**Run 1: signal wires by layer**

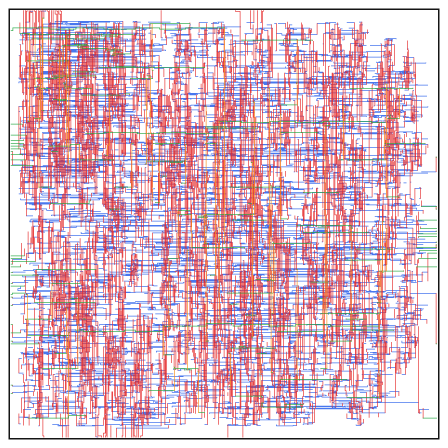
**Run 1: clock network drawn from the DEF**

The bar under the picture is 50 um long.
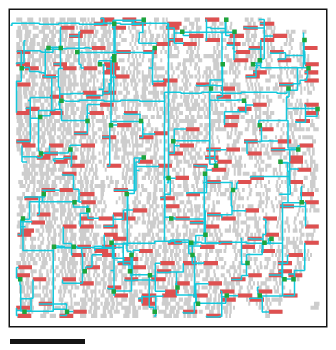
**Run 1: layout detail**

Region (86, 44) to (126, 84) um. Cells in grey, sequential cells in the stronger grey; small squares are vias.
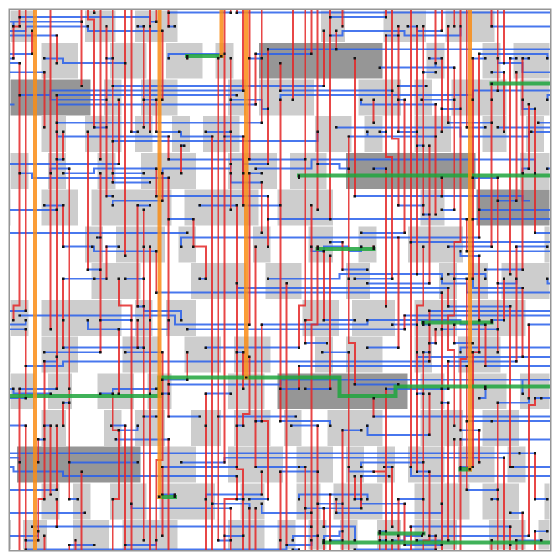
$ cat src/rtl/ctrl_pkg.sv
// Shared MIPS control constants: opcodes, funct codes, ALU control codes and
// the branch predictor clear-FSM state encoding.
package ctrl_pkg;

    localparam int unsigned OPCODE_BITS = 6;
    localparam int unsigned FUNCT_BITS  = 6;
    localparam int unsigned ALUCTL_BITS = 4;

    localparam logic [OPCODE_BITS-1:0] OP_RTYPE     = 6'h00;
    localparam logic [OPCODE_BITS-1:0] OP_J         = 6'h02;
    localparam logic [OPCODE_BITS-1:0] OP_BEQ       = 6'h04;
    localparam logic [OPCODE_BITS-1:0] OP_BNE       = 6'h05;
    localparam logic [OPCODE_BITS-1:0] OP_ADDI      = 6'h08;
    localparam logic [OPCODE_BITS-1:0] OP_LW        = 6'h23;
    localparam logic [OPCODE_BITS-1:0] OP_SW        = 6'h2B;
    localparam logic [OPCODE_BITS-1:0] STALL_OPCODE = 6'h3F;

    localparam logic [FUNCT_BITS-1:0] FN_ADD = 6'h20;
    localparam logic [FUNCT_BITS-1:0] FN_SUB = 6'h22;
    localparam logic [FUNCT_BITS-1:0] FN_AND = 6'h24;
    localparam logic [FUNCT_BITS-1:0] FN_OR  = 6'h25;
    localparam logic [FUNCT_BITS-1:0] FN_SLT = 6'h2A;

    localparam logic [ALUCTL_BITS-1:0] ALU_AND = 4'h0;
    localparam logic [ALUCTL_BITS-1:0] ALU_OR  = 4'h1;
    localparam logic [ALUCTL_BITS-1:0] ALU_ADD = 4'h2;
    localparam logic [ALUCTL_BITS-1:0] ALU_SUB = 4'h6;
    localparam logic [ALUCTL_BITS-1:0] ALU_SLT = 4'h7;

    typedef enum logic {
        BP_IDLE  = 1'b0,
        BP_CLEAR = 1'b1
    } bp_state_e;

endpackage

$ cat src/rtl/bp_sat_counter.sv
// One predictor table entry: saturating up/down counter with synchronous load
// of the init value; exposes only the taken bit (counter MSB).
module bp_sat_counter #(
    parameter int unsigned CTR_BITS = 2,
    parameter int unsigned CTR_INIT = 1
) (
    input  logic clk,
    input  logic rst_n,
    input  logic inc,
    input  logic dec,
    input  logic load,
    output logic taken
);

    localparam logic [CTR_BITS-1:0] INIT_VAL = CTR_BITS'(CTR_INIT);
    localparam logic [CTR_BITS-1:0] MAX_VAL  = '1;

    logic [CTR_BITS-1:0] ctr_q;
    logic [CTR_BITS-1:0] ctr_d;

    // Load wins over training; increments and decrements clamp at the ends.
    always_comb begin
        ctr_d = ctr_q;
        if (load) begin
            ctr_d = INIT_VAL;
        end else if (inc) begin
            if (ctr_q != MAX_VAL) ctr_d = ctr_q + CTR_BITS'(1);
        end else if (dec) begin
            if (ctr_q != '0) ctr_d = ctr_q - CTR_BITS'(1);
        end
    end

    always_ff @(posedge clk or negedge rst_n) begin
        if (!rst_n) ctr_q <= INIT_VAL;
        else        ctr_q <= ctr_d;
    end

    assign taken = ctr_q[CTR_BITS-1];

endmodule

$ cat src/rtl/branch_predict_unit.sv
// Dynamic beq/bne predictor: PC-indexed saturating counter table, registered
// IF->ID prediction, EX resolution/training, mispredict stats and table clear.
module branch_predict_unit
    import ctrl_pkg::*;
#(
    parameter int unsigned INDEX_BITS = 6,
    parameter int unsigned PC_WIDTH   = 32,
    parameter int unsigned CTR_BITS   = 2,
    parameter int unsigned CTR_INIT   = 1,
    parameter int unsigned STAT_BITS  = 32
) (
    input  logic                  clk,
    input  logic                  rst_n,
    input  logic                  if_valid,
    input  logic                  if_stall,
    input  logic [PC_WIDTH-1:0]   if_pc,
    output logic                  pred_taken,
    output logic [INDEX_BITS-1:0] pred_index,
    input  logic                  ex_branch,
    input  logic                  ex_branch_eq,
    input  logic                  ex_zero,
    input  logic                  ex_pred_taken,
    input  logic [INDEX_BITS-1:0] ex_index,
    output logic                  ex_taken,
    output logic                  mispredict,
    input  logic                  tbl_clear,
    output logic                  busy,
    output logic [STAT_BITS-1:0]  stat_branches,
    output logic [STAT_BITS-1:0]  stat_mispred
);

    localparam int unsigned           ENTRIES  = 2 ** INDEX_BITS;
    localparam logic [INDEX_BITS-1:0] LAST_IDX = INDEX_BITS'(ENTRIES - 1);
    localparam logic [STAT_BITS-1:0]  STAT_MAX = '1;

    bp_state_e             state_q, state_d;
    logic [INDEX_BITS-1:0] clr_ptr_q, clr_ptr_d;
    logic                  pred_taken_q, pred_taken_d;
    logic [INDEX_BITS-1:0] pred_index_q, pred_index_d;
    logic [STAT_BITS-1:0]  stat_branches_q, stat_branches_d;
    logic [STAT_BITS-1:0]  stat_mispred_q, stat_mispred_d;

    logic [ENTRIES-1:0]    entry_taken;
    logic [ENTRIES-1:0]    entry_inc;
    logic [ENTRIES-1:0]    entry_dec;
    logic [ENTRIES-1:0]    entry_load;
    logic [INDEX_BITS-1:0] if_idx;
    logic                  clearing;
    logic                  train_en;
    logic                  unused_pc_bits;

    assign if_idx         = if_pc[INDEX_BITS+1:2];
    assign unused_pc_bits = ^{if_pc[PC_WIDTH-1:INDEX_BITS+2], if_pc[1:0]};
    assign clearing       = (state_q == BP_CLEAR);
    assign train_en       = ex_branch & ~clearing;

    assign ex_taken   = ex_branch & (ex_branch_eq ? ex_zero : ~ex_zero);
    assign mispredict = ex_branch & (ex_taken ^ ex_pred_taken);

    // Per-entry strobes: training hits one entry, clear walks clr_ptr.
    always_comb begin
        entry_inc             = '0;
        entry_dec             = '0;
        entry_load            = '0;
        entry_inc[ex_index]   = train_en & ex_taken;
        entry_dec[ex_index]   = train_en & ~ex_taken;
        entry_load[clr_ptr_q] = clearing;
    end

    for (genvar g = 0; g < ENTRIES; g++) begin : g_entry
        bp_sat_counter #(
            .CTR_BITS (CTR_BITS),
            .CTR_INIT (CTR_INIT)
        ) u_ctr (
            .clk   (clk),
            .rst_n (rst_n),
            .inc   (entry_inc[g]),
            .dec   (entry_dec[g]),
            .load  (entry_load[g]),
            .taken (entry_taken[g])
        );
    end

    // Clear FSM: one entry per cycle, tbl_clear ignored once started.
    always_comb begin
        state_d   = state_q;
        clr_ptr_d = clr_ptr_q;
        case (state_q)
            BP_IDLE: begin
                clr_ptr_d = '0;
                if (tbl_clear) state_d = BP_CLEAR;
            end
            BP_CLEAR: begin
                clr_ptr_d = clr_ptr_q + INDEX_BITS'(1);
                if (clr_ptr_q == LAST_IDX) begin
                    state_d   = BP_IDLE;
                    clr_ptr_d = '0;
                end
            end
            default: begin
                state_d   = BP_IDLE;
                clr_ptr_d = '0;
            end
        endcase
    end

    // Prediction reads pre-update table state, so same-edge training is not bypassed.
    always_comb begin
        pred_taken_d = pred_taken_q;
        pred_index_d = pred_index_q;
        if (!if_stall) begin
            pred_index_d = if_idx;
            pred_taken_d = if_valid & entry_taken[if_idx] & ~clearing;
        end
    end

    always_comb begin
        stat_branches_d = stat_branches_q;
        stat_mispred_d  = stat_mispred_q;
        if (train_en && stat_branches_q != STAT_MAX)
            stat_branches_d = stat_branches_q + STAT_BITS'(1);
        if (train_en && mispredict && stat_mispred_q != STAT_MAX)
            stat_mispred_d = stat_mispred_q + STAT_BITS'(1);
    end

    always_ff @(posedge clk or negedge rst_n) begin
        if (!rst_n) begin
            state_q         <= BP_IDLE;
            clr_ptr_q       <= '0;
            pred_taken_q    <= 1'b0;
            pred_index_q    <= '0;
            stat_branches_q <= '0;
            stat_mispred_q  <= '0;
        end else begin
            state_q         <= state_d;
            clr_ptr_q       <= clr_ptr_d;
            pred_taken_q    <= pred_taken_d;
            pred_index_q    <= pred_index_d;
            stat_branches_q <= stat_branches_d;
            stat_mispred_q  <= stat_mispred_d;
        end
    end

    assign pred_taken    = pred_taken_q;
    assign pred_index    = pred_index_q;
    assign busy          = clearing;
    assign stat_branches = stat_branches_q;
    assign stat_mispred  = stat_mispred_q;

endmodule

$ cat config.mk
export PLATFORM = sky130hd
export DESIGN_NAME = branch_predict_unit
export DESIGN_NICKNAME = d
export VERILOG_FILES = /design/src/rtl/ctrl_pkg.sv /design/src/rtl/bp_sat_counter.sv /design/src/rtl/branch_predict_unit.sv
export SDC_FILE = /design/constraint.sdc
export NUM_CORES = 1
export LEC_CHECK = 0
export ABC_AREA = 1
export CELL_PAD_IN_SITES_DETAIL_PLACEMENT = 1
export CELL_PAD_IN_SITES_GLOBAL_PLACEMENT = 2
export CORE_MARGIN = 4
export CORE_UTILIZATION = 31
export CTS_BUF_LIST = sky130_fd_sc_hd__clkbuf_4
export DETAILED_ROUTE_END_ITERATION = 8
export PLACE_DENSITY_LB_ADDON = 0.05
export SETUP_SLACK_MARGIN = 0.4
export SYNTH_ARGS = -nofsm -noshare
export SYNTH_HDL_FRONTEND = slang
export SYNTH_SLANG_ARGS = --single-unit
$ cat constraint.sdc
create_clock -name clk -period 1.7 [get_ports clk]
set_input_delay 0.255 -clock clk [delete_from_list [all_inputs] [get_ports clk]]
set_output_delay 0.255 -clock clk [all_outputs]
set_load 0.01 [all_outputs]
==> flow_metrics.env, run 1 <==
# yosys + openroad results
export IMPL_cp_arrival_ns=2.71
export IMPL_worstMarginPinSlew_ns=0.669
export IMPL_final_setup_tns_ns=-9.91
export IMPL_fmax_mhz=500
export IMPL_start_kind="flop"
export IMPL_min_period_ns=2.00
export IMPL_portBuffers=94
export IMPL_cp_slowest_stage_delay_ns=0.40
export IMPL_gp_congestion=0.829
export IMPL_wl_met1_mm=25.7
export IMPL_largest_register_ffs=128
export IMPL_ys_area_um2=12900
export IMPL_hold_viol_final=0
export IMPL_ys_flops=206
export IMPL_htree_levels=3
export IMPL_ff2ff_path_depth=10
export IMPL_yosys_top_cells_area="dfrtp_1, nand2_1, dfstp_2"
export IMPL_relSlewSlack_pct=55.0
export IMPL_ir_worst_vdd_mv=0.446
export IMPL_synth_cell_types=48
export IMPL_use_met3_pct=5.11
export IMPL_grt_util_met2_pct=45.9
export IMPL_cp_data_required_time_ns=2.41
export IMPL_grt_max_degree=57
export IMPL_detail_route_vias_per_cell=5.03
export IMPL_grt_busiest_layer="met2"
export IMPL_cp_max_fo=3
export IMPL_pwr_share_comb_pct=9.0
export IMPL_syn_to_final_growth_pct=79.7
export IMPL_powerDensity_nw_per_um2=503
export IMPL_path_clk_slew_ns=0.08
export IMPL_hold_path_class="in2reg"
export IMPL_edf_count=0
export IMPL_place_ws_ns=-0.526
export IMPL_hpwl_mm=39.4
export IMPL_period_used_pct=118
export IMPL_wl_met2_mm=32.0
export IMPL_crit_path_cell_trace="buf_6, buf_4, nand2_1, nor2_2, nand4_1, nor3_2, nand2_1, xnor2_1, nand2_2, nand2_2"
export IMPL_rr_startpoint="stat_branches[15]"
export IMPL_antenna_found_initial=2
export IMPL_io_pins=121
export IMPL_dr_pass1_iters=5
export IMPL_drc_errors=0
export IMPL_seq_power_share_pct=42.3
export IMPL_critPathLaunch="stat_branches[15]"
export IMPL_fp_util_pct=31.5
export IMPL_hold_path_startpoint="if_valid"
export IMPL_grt_pass1_vias=16900
export IMPL_setup_viol=154
export IMPL_drive_gt1_share_pct=52.8
export IMPL_powerComb_mw=1.05
export IMPL_overflow=0
export IMPL_pg_seq_mw=4.93
export IMPL_p_sw_mw=3.29
export IMPL_cts_tree="yes"
export IMPL_power_top_group="clock"
export IMPL_status="complete, but fails checks"
export IMPL_syn_avg_cell_area_um2=7.03
export IMPL_cts_made_buffers=69
export IMPL_clk_root_buffer_cell="clkbuf_4"
export IMPL_r2r_end="stat_branches[29]"
export IMPL_dp_cells=2744
export IMPL_fin_util_pct=56.5
export IMPL_cp_endpoint="stat_branches[29]"
export IMPL_ys_cells=1832
export IMPL_worstSetupPathType="reg2reg"
export IMPL_timing_final_ws_setup_ns=-0.302
export IMPL_yosys_stat_seqShare_pct=40.7
export IMPL_power_total_mw=11.6
export IMPL_use_met1_pct=31.6
export IMPL_syn_num_nets=1882
export IMPL_rrSetupSlack_ns=-0.30
export IMPL_finalMaxSlewViolations=0
export IMPL_ys_top_cells_by_count="nand2_1, nor2_1, inv_1"
export IMPL_die_w_um=212
export IMPL_synth_main_ff_cell="dfrtp_1"
export IMPL_min_path_cells=5
export IMPL_nFillCells=4876
export IMPL_syn_area_um2=12900
export IMPL_yosysMostFrequentCell="nand2_1"
export IMPL_switching_share_pct=28.2
export IMPL_largest_register="g_entry.u_ctr.ctr_q"
export IMPL_hold_slack_ns=0.114
export IMPL_post_synth_top_area_fraction_pct=27.6
export IMPL_end_kind="flop"
export IMPL_std_cell_rows=74
export IMPL_ys_async_sr_fraction_pct=100
export IMPL_p_int_mw=8.35
export IMPL_maxCapViolations=0
export IMPL_die_h_um=212
export IMPL_netlist_instances=1832
export IMPL_place_area_um2=17800
export IMPL_violations="negative setup slack"
export IMPL_comb_area_um2=9130
export IMPL_regArea_um2=5260
export IMPL_placeableCoreArea_um2=40900
export IMPL_fin_cells=3098
export IMPL_top_layer_used="met4"
export IMPL_top_area_cell="dfrtp_1"
export IMPL_rsz0062_at_grt="true"
export IMPL_yosys_warnings=0
export IMPL_die_area_um2=44900
Back to the opening pictures, 'signal wires by layer':
| colour | layer | wire length |
|---|---|---|
| blue | metal 1 | 25.7 mm |
| orange | metal 4 | 2320 um |
| green | metal 3 | 2130 um |
| red | metal 2 | 32.0 mm |
DR WL/cell: 20.1 um
Post-Route WL: 62.2 mm
gr usage total: 26.1%
via count: 15600

Back to the opening pictures, 'clock network drawn from the DEF':
[green] clock drivers | count: 69
[red] flip-flops | count: 206
[cyan] clock wires | length: 4740 um
flops lie: spread over the die
routed clock nets: 70
Latency at later pin: 0.80 ns
clock power share: 48.7%

Back to the opening pictures, 'layout detail':
| colour | layer |
|---|---|
| green | metal 3 |
| blue | metal 1 |
| red | metal 2 |
| orange | metal 4 |
netlist names of flops here include: `g_entry.u_ctr.ctr_q` (6)
sequential cells in the window: 6
cells with their middle in the window: 123
most frequent: buf_4 (28), nand2_1 (16), inv_1 (10)

## run 1: critical path: cells and delay by family (launching register included)
family        cells  cell delay [ns]
buf+inv           2             0.25
flops             1             0.40
simple gates      7             0.99
xor+xnor          1             0.27
## run 1: cell families (layout without fill, tap and decap cells)
kind of cell             Yosys count  count (layout)  share of synthesized area, %
AND-OR/OR-AND                    273             273                          12.2
XOR/XNOR                          91              91                          6.19
adder cells (fa/ha/maj)            3               3                         0.292
buffers and inverters            249             979                          7.58
flip-flops                       206             206                          40.7
multiplexers                       2               2                         0.175
other                              0               3                             0
AND/OR/NAND/NOR                 1008            1009                          32.9
## run 1: layout by cell type (no fill, tap or decap), types with 9 or more instances in the layout
cell type,count
nand2_2,80
buf_4,366
nor2_2,34
o21ai_2,39
inv_2,49
inv_1,146
buf_6,198
nand3_1,89
buf_12,44
nor3_4,9
xnor2_1,10
nor3_2,22
clkdlybuf4s50_1,15
nor2_4,101
o21ai_0,27
nand2_1,396
xor2_1,70
o211ai_1,35
buf_8,9
dfrtp_2,21
a21oi_1,31
nor2_1,114
nand2_4,28
a22oi_1,11
nand3_2,53
dfrtp_1,121
nand2_8,11
o21ai_1,63
clkbuf_4,115
dfstp_2,64
buf_2,11
nand4_1,30
a21oi_2,26
## run 1: cell type report
type	count	area share, %
tap	532	2.88
timing repair buffer	649	27.3
multi-input combinational	1378	39.5
clock buffer	115	3.73
antenna	3	0.0324
inverter	205	3.71
clock inverter	10	0.162
sequential	206	22.7
## run 1: timing repair
action / in CTS / in global routing
cloned: 4 / 0
buffers inserted: 155 / 64
hold endpoints to repair: 198 / 0
resized: 828 / 277
hold buffers: 3 / 0
pin swaps: 144 / 139
setup endpoints to repair: 270 / 271
==> run 2: changes to the inputs <==
- GPL_ROUTABILITY_DRIVEN: not set -> 0
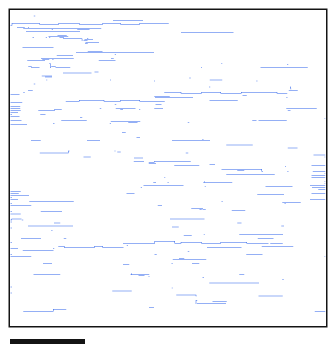
**Above:** run 2 (M3 wires).
The bar under the picture is 50 um long.
wire length on this layer: 2130 um
share of all routed wire: 3.4%
longest straight run: 52.0 um
nets with wire on the layer: 124
main direction: horizontal
routing usage on met3: 5.11%

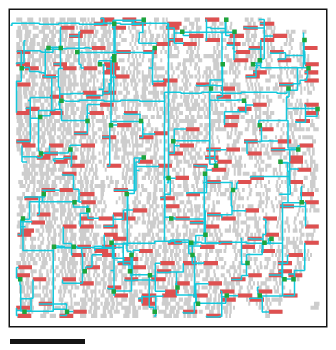
**Above:** run 2 (clock network drawn from the DEF).
The bar under the picture is 50 um long.
[cyan] clock wires | length: 4740 um
[green] clock drivers | count: 69
[red] flip-flops | count: 206
flops lie: spread over the die
routed clock nets: 70
Layout Skew: 0.0377 ns
Clock net power: 5.67 mW

==> flow_metrics.env, run 2 <==
# yosys + openroad results
export IMPL_powerDensity_nw_per_um2=503
export IMPL_drc_errors=0
export IMPL_yosys_top_cells_area="dfrtp_1, nand2_1, dfstp_2"
export IMPL_switching_share_pct=28.2
export IMPL_period_used_pct=118
export IMPL_detailedRoute_firstIterationViolations=596
export IMPL_worstSetupPathType="reg2reg"
export IMPL_fin_nets=2559
export IMPL_seq_power_share_pct=42.3
export IMPL_detail_route_vias_per_cell=5.03
export IMPL_timing_final_ws_setup_ns=-0.302
export IMPL_rrSetupSlack_ns=-0.30
export IMPL_power_total_mw=11.6
export IMPL_p_leak_nw=10.8
export IMPL_top_area_cell="dfrtp_1"
export IMPL_overflow=0
export IMPL_fp_util_pct=31.5
export IMPL_crit_cells=10
export IMPL_die_area_um2=44900
export IMPL_p_int_mw=8.35
export IMPL_syn_avg_cell_area_um2=7.03
export IMPL_drive_gt1_share_pct=52.8
export IMPL_crit_path_top_delay_cell="dfrtp_1"
export IMPL_dr_pass1_iters=5
export IMPL_numClockSinks=206
export IMPL_cp_max_fo=3
export IMPL_crit_buf_inv=2
export IMPL_cts_made_buffers=69
export IMPL_ir_worst_vdd_mv=0.446
export IMPL_syn_area_um2=12900
export IMPL_p_sw_mw=3.29
export IMPL_setup_viol=154
export IMPL_drt_total_wl_mm=62.2
export IMPL_nFillCells=4876
export IMPL_final_common_cell="nand2_1"
export IMPL_yosys_stat_seqShare_pct=40.7
export IMPL_cp_data_required_time_ns=2.41
export IMPL_cp_slowest_stage_delay_ns=0.40
export IMPL_end_kind="flop"
export IMPL_syn_to_final_growth_pct=79.7
export IMPL_vias=15600
export IMPL_largest_register="g_entry.u_ctr.ctr_q"
export IMPL_rr_startpoint="stat_branches[15]"
export IMPL_cts_tree="yes"
export IMPL_path_clk_slew_ns=0.08
export IMPL_start_kind="flop"
export IMPL_ys_top_cells_by_count="nand2_1, nor2_1, inv_1"
export IMPL_cp_arrival_ns=2.71
export IMPL_violations="negative setup slack"
export IMPL_crit_path_cell_trace="buf_6, buf_4, nand2_1, nor2_2, nand4_1, nor3_2, nand2_1, xnor2_1, nand2_2, nand2_2"
export IMPL_yosysMostFrequentCell="nand2_1"
export IMPL_portBuffers=94
export IMPL_antenna_found_initial=2
export IMPL_ff2ff_path_depth=10
export IMPL_lay_top_cells="nand2_1, buf_4, buf_6, inv_1, dfrtp_1"
export IMPL_final_setup_tns_ns=-9.91
export IMPL_worstMarginPinSlew_ns=0.669
export IMPL_io_pins=121
export IMPL_hold_path_startpoint="if_valid"
export IMPL_maxCapViolations=0
export IMPL_ys_flops=206
export IMPL_netlist_instances=1832
export IMPL_die_h_um=212
export IMPL_edf_count=0
export IMPL_syn_num_nets=1882
export IMPL_hold_viol_final=0
export IMPL_ys_cells=1832
export IMPL_grt_pass1_wl_mm=92.4
export IMPL_min_period_ns=2.00
export IMPL_comb_area_um2=9130
export IMPL_hold_slack_ns=0.114
export IMPL_fin_area_um2=23100
export IMPL_ys_area_um2=12900
export IMPL_wl_per_cell_um=20.1
export IMPL_hold_path_endpoint="pred_taken"
export IMPL_die_w_um=212
export IMPL_std_cell_rows=74
export IMPL_hpwl_mm=39.4
export IMPL_htree_levels=3
export IMPL_placeableCoreArea_um2=40900
export IMPL_yosys_warnings=0
export IMPL_pwr_share_comb_pct=9.0
export IMPL_post_synth_top_area_fraction_pct=27.6
export IMPL_synth_main_ff_cell="dfrtp_1"
export IMPL_clock_path_buffers=3
export IMPL_clk_root_buffer_cell="clkbuf_4"
export IMPL_relSlewSlack_pct=55.0
export IMPL_grt_max_degree=57
export IMPL_status="complete, but fails checks"
export IMPL_track_usage_pct=26.1
export IMPL_power_share_clock_pct=48.7
export IMPL_min_path_cells=5
export IMPL_regArea_um2=5260
export IMPL_ys_async_sr_fraction_pct=100
export IMPL_rsz0062_at_grt="true"
export IMPL_critPathLaunch="stat_branches[15]"
export IMPL_place_ws_ns=-0.526
export IMPL_fmax_mhz=500
export IMPL_synth_cell_types=48
export IMPL_clk_latency_ns=0.80
export IMPL_r2r_end="stat_branches[29]"
export IMPL_place_area_um2=17800
export IMPL_hold_path_class="in2reg"
export IMPL_cpLargestDelayFamily="simple AND/OR/NAND/NOR gates"
export IMPL_largest_register_ffs=128
export IMPL_finalMaxSlewViolations=0
export IMPL_cp_endpoint="stat_branches[29]"
export IMPL_grt_pass1_vias=16900
export IMPL_ant_nets=0
export IMPL_log_warning_count=55
run 2: cell counts after synthesis:
Identical to the previous run, type by type.
run 2: power by group through the flow:
stage,Sequential (mW),Clock [mW],Combinational [mW]
floorplan,5.02,0,0.302
global placement,5.01,0,0.881
detailed placement,5.01,0,0.889
CTS,4.93,5.87,1.00
global route,4.93,6.17,1.12
finish,4.93,5.67,1.05
run 2: cell type report:
class | instances | area share (%)
repair buffers | 649 | 27.3
clock inverters | 10 | 0.162
inverters | 205 | 3.71
well taps | 532 | 2.88
multi-input cells | 1378 | 39.5
diodes | 3 | 0.0324
flip-flops and latches | 206 | 22.7
clock buffers | 115 | 3.73
run 2: logic make-up (layout without fill, tap and decap cells):
family / count (synthesis) / after routing / share of synthesized area (%)
AOI/OAI and AO/OA: 273 / 273 / 12.2
xor gates and xnor gates: 91 / 91 / 6.19
adders and majority gates: 3 / 3 / 0.292
buffers and inverters: 249 / 979 / 7.58
DFF: 206 / 206 / 40.7
muxes: 2 / 2 / 0.175
other: 0 / 3 / 0
and+or+nand+nor: 1008 / 1009 / 32.9
run 2: what timing repair did:
action | 4_1_cts | 5_1_grt
buffers inserted | 155 | 64
hold buffers | 3 | 0
cloned | 4 | 0
resized | 828 | 277
pin swaps | 144 | 139
hold endpoints to repair | 198 | 0
setup endpoints to repair | 270 | 271
run 2: per-layer routing:
layer / track usage, % / wire length, um / up-vias
li1: - / - / 7366
met1: 31.6 / 25700 / 7794
met2: 45.9 / 32000 / 294
met3: 5.11 / 2130 / 141
met4: 10.2 / 2320 / 0
met5: 0 / 0 / -
run 2: per-stage QoR:
step                      instances  utilization (%)
after detailed placement       2744             43.4
after CTS                      3031             52.7
after global placement         2744             43.4
after floorplan                1832                -
after global routing           3097             56.5
final                          3098             56.5
**Run 2: signal wires by layer**

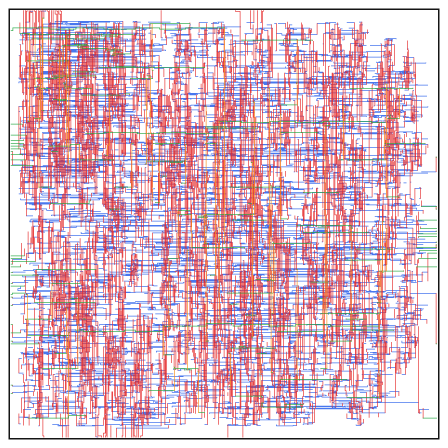

==> run 3: changes to the inputs <==
- CORE_UTILIZATION: 31 -> 30
- CTS_BUF_LIST: sky130_fd_sc_hd__clkbuf_4 -> sky130_fd_sc_hd__clkbuf_8 sky130_fd_sc_hd__clkbuf_16
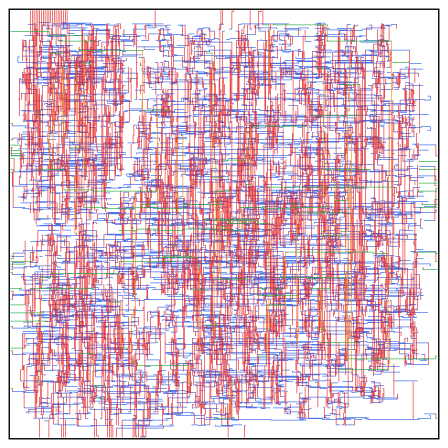
**Above:** run 3 (signal wires by layer).
| colour | layer | wire length |
|---|---|---|
| blue | metal 1 | 24.2 mm |
| red | metal 2 | 29.7 mm |
| orange | metal 4 | 1760 um |
| green | metal 3 | 1430 um |
gr usage total: 23.5%
Post-Route WL: 57.0 mm
via count: 14600
DR WL/cell: 19.4 um

==> flow_metrics.env, run 3 <==
# yosys + openroad results
export IMPL_status="complete, but fails checks"
export IMPL_violations="negative setup slack"
export IMPL_cts_made_buffers=28
export IMPL_yosys_top_cells_area="dfrtp_1, nand2_1, dfstp_2"
export IMPL_rrSetupSlack_ns=-0.14
export IMPL_antenna_found_initial=0
export IMPL_clk_latency_ns=0.56
export IMPL_synth_main_ff_cell="dfrtp_1"
export IMPL_comb_cell_share_pct=40.6
export IMPL_relSlewSlack_pct=71.1
export IMPL_finalMaxSlewViolations=0
export IMPL_power_total_mw=12.5
export IMPL_ys_flops=206
export IMPL_comb_area_um2=9080
export IMPL_grt_max_degree=53
export IMPL_fmax_mhz=544
export IMPL_numClockSinks=206
export IMPL_overflow=0
export IMPL_nonClkBufAreaFrac_pct=24.6
export IMPL_cp_arrival_ns=2.32
export IMPL_detailedRoute_firstIterationViolations=593
export IMPL_switching_share_pct=24.4
export IMPL_critPathLaunch="busy"
export IMPL_drc_errors=0
export IMPL_ir_worst_vdd_mv=0.519
export IMPL_r2r_end="g_entry[16].u_ctr.ctr_q[1]"
export IMPL_netlist_instances=1832
export IMPL_start_kind="flop"
export IMPL_cp_endpoint="g_entry[16].u_ctr.ctr_q[1]"
export IMPL_cp_data_required_time_ns=2.18
export IMPL_yosysMostFrequentCell="nand2_1"
export IMPL_ys_cells=1832
export IMPL_edf_count=0
export IMPL_detail_route_vias_per_cell=4.98
export IMPL_rr_startpoint="busy"
export IMPL_syn_area_um2=12900
export IMPL_clk_root_buffer_cell="clkbuf_16"
export IMPL_cp_max_fo=7
export IMPL_largest_register_ffs=128
export IMPL_std_cell_rows=75
export IMPL_fin_nets=2426
export IMPL_power_share_clock_pct=53.0
export IMPL_yosys_stat_seqShare_pct=40.7
export IMPL_hold_path_class="in2async"
export IMPL_fp_util_pct=30.5
export IMPL_io_pins=121
export IMPL_path_clk_slew_ns=0.06
export IMPL_top_area_cell="dfrtp_1"
export IMPL_powerDensity_nw_per_um2=560
export IMPL_end_kind="flop"
export IMPL_drive_gt1_share_pct=47.7
export IMPL_ys_top_cells_by_count="nand2_1, nor2_1, inv_1"
export IMPL_largest_class="multi-input combinational cells"
export IMPL_p_int_mw=9.47
export IMPL_ant_nets=0
export IMPL_regArea_um2=5250
export IMPL_ff2ff_path_depth=11
export IMPL_hpwl_mm=39.2
export IMPL_lay_top_cells="nand2_1, buf_4, buf_6, inv_1, dfrtp_1"
export IMPL_die_w_um=215
export IMPL_seq_power_share_pct=39.4
export IMPL_finClkSkew_ns=0.0106
export IMPL_dr_pass1_iters=5
export IMPL_hold_viol_final=0
export IMPL_htree_levels=1
export IMPL_grt_pass1_vias=15800
export IMPL_rsz0062_at_grt="true"
export IMPL_pwr_share_comb_pct=7.7
export IMPL_clock_path_buffers=3
export IMPL_clock_area_share_pct=4.59
export IMPL_yosys_warnings=0
export IMPL_p_sw_mw=3.06
export IMPL_ys_async_sr_fraction_pct=100
export IMPL_taps=539
export IMPL_die_area_um2=46300
export IMPL_grt_pass1_wl_mm=88.1
export IMPL_cts_tree="yes"
export IMPL_ys_area_um2=12900
export IMPL_clock_buffers=34
export IMPL_buffers=558
export IMPL_die_h_um=215
export IMPL_post_synth_top_area_fraction_pct=27.6
export IMPL_syn_to_final_growth_pct=73.7
export IMPL_maxCapViolations=0
export IMPL_multi_input_comb_cells=1377
export IMPL_setup_viol=110
export IMPL_period_used_pct=108
export IMPL_worstMarginPinSlew_ns=0.430
export IMPL_final_common_cell="nand2_1"
export IMPL_synth_cell_types=48
export IMPL_placeableCoreArea_um2=42200
export IMPL_timing_final_ws_setup_ns=-0.139
export IMPL_min_period_ns=1.84
export IMPL_fin_area_um2=22400
export IMPL_num_nonclk_inverters=205
export IMPL_portBuffers=94
export IMPL_worstSetupPathType="reg2reg"
export IMPL_syn_avg_cell_area_um2=7.03
export IMPL_syn_num_nets=1882
export IMPL_log_warning_count=55
export IMPL_place_area_um2=17700
export IMPL_antennaDiodeCount=0
export IMPL_p_leak_nw=10.4
export IMPL_largest_register="g_entry.u_ctr.ctr_q"
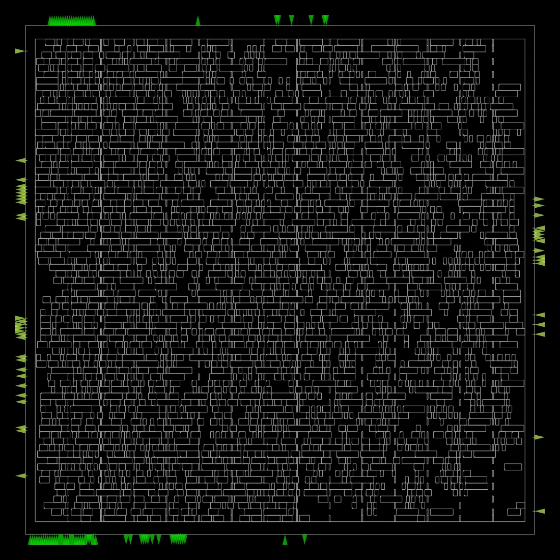
**Above:** run 3 (cell outlines without signal wires).
final std cells w/o fill: 2937
post-layout util: 53.0%
Seq area share: 23.5%
registers: 206
filler instances: 4938

## run 3: cell counts after synthesis
No cell type changed its count.
## run 3: layer usage
layer  vias up  track usage (%)  part of all wire [%]
met1      7239             29.3                    42
li1       7064                -                     -
met4         0             6.66                   3.1
met5         -                0                     0
met3       100             3.04                   2.5
met2       213             42.7                    52
## run 3: kinds of logic after synthesis
kind of cell	Yosys count	synth area share, %
xor+xnor	91	6.19
compound gates	273	12.2
flops	206	40.7
simple gates	1008	32.9
mux	2	0.175
fa+ha+maj	3	0.292
buf+inv	249	7.58
## run 3: through the flow
step                utilization (%)  hold WS, ns  setup slack, ns  cells  setup TNS (ns)
global placement               41.8        0.171           -0.667   2730          -66.01
finish                         53.0        0.173           -0.139   2937           -5.34
CTS                            49.7        0.162           -0.115   2890           -4.63
detailed placement             41.8        0.174           -0.671   2730          -71.09
global route                   53.0        0.176           -0.229   2937          -19.72
floorplan                         -      -0.0406           0.0598   1832               0
## run 3: critical path, stage by stage (launching register included)
cell and delay [ns]:
dfrtp_2 0.41, buf_6 0.13, clkinv_8 0.07, nand2_8 0.11
buf_4 0.18, buf_4 0.14, nor2_4 0.12, buf_4 0.12
nand3_1 0.08, xor2_1 0.18, nand2_1 0.08, o21ai_1 0.13
## run 3: power groups by stage
stage                     logic, mW  registers, mW  clock network, mW
after floorplan               0.302           5.02                  0
after global placement        0.879           5.01                  0
after detailed placement      0.886           5.01                  0
after CTS                     0.957           4.93               6.85
after global routing           1.03           4.93               7.04
final                         0.962           4.93               6.64
## run 3: repair_timing
item	4_1_cts	5_1_grt
hold buffers	1	0
endpoints found under the setup margin	270	271
gates resized	779	263
pin swaps	123	129
gates cloned	6	0
buffers inserted	101	47
hold endpoints to repair	156	0
No activity file was given, so power comes from the tool's default toggle rates.
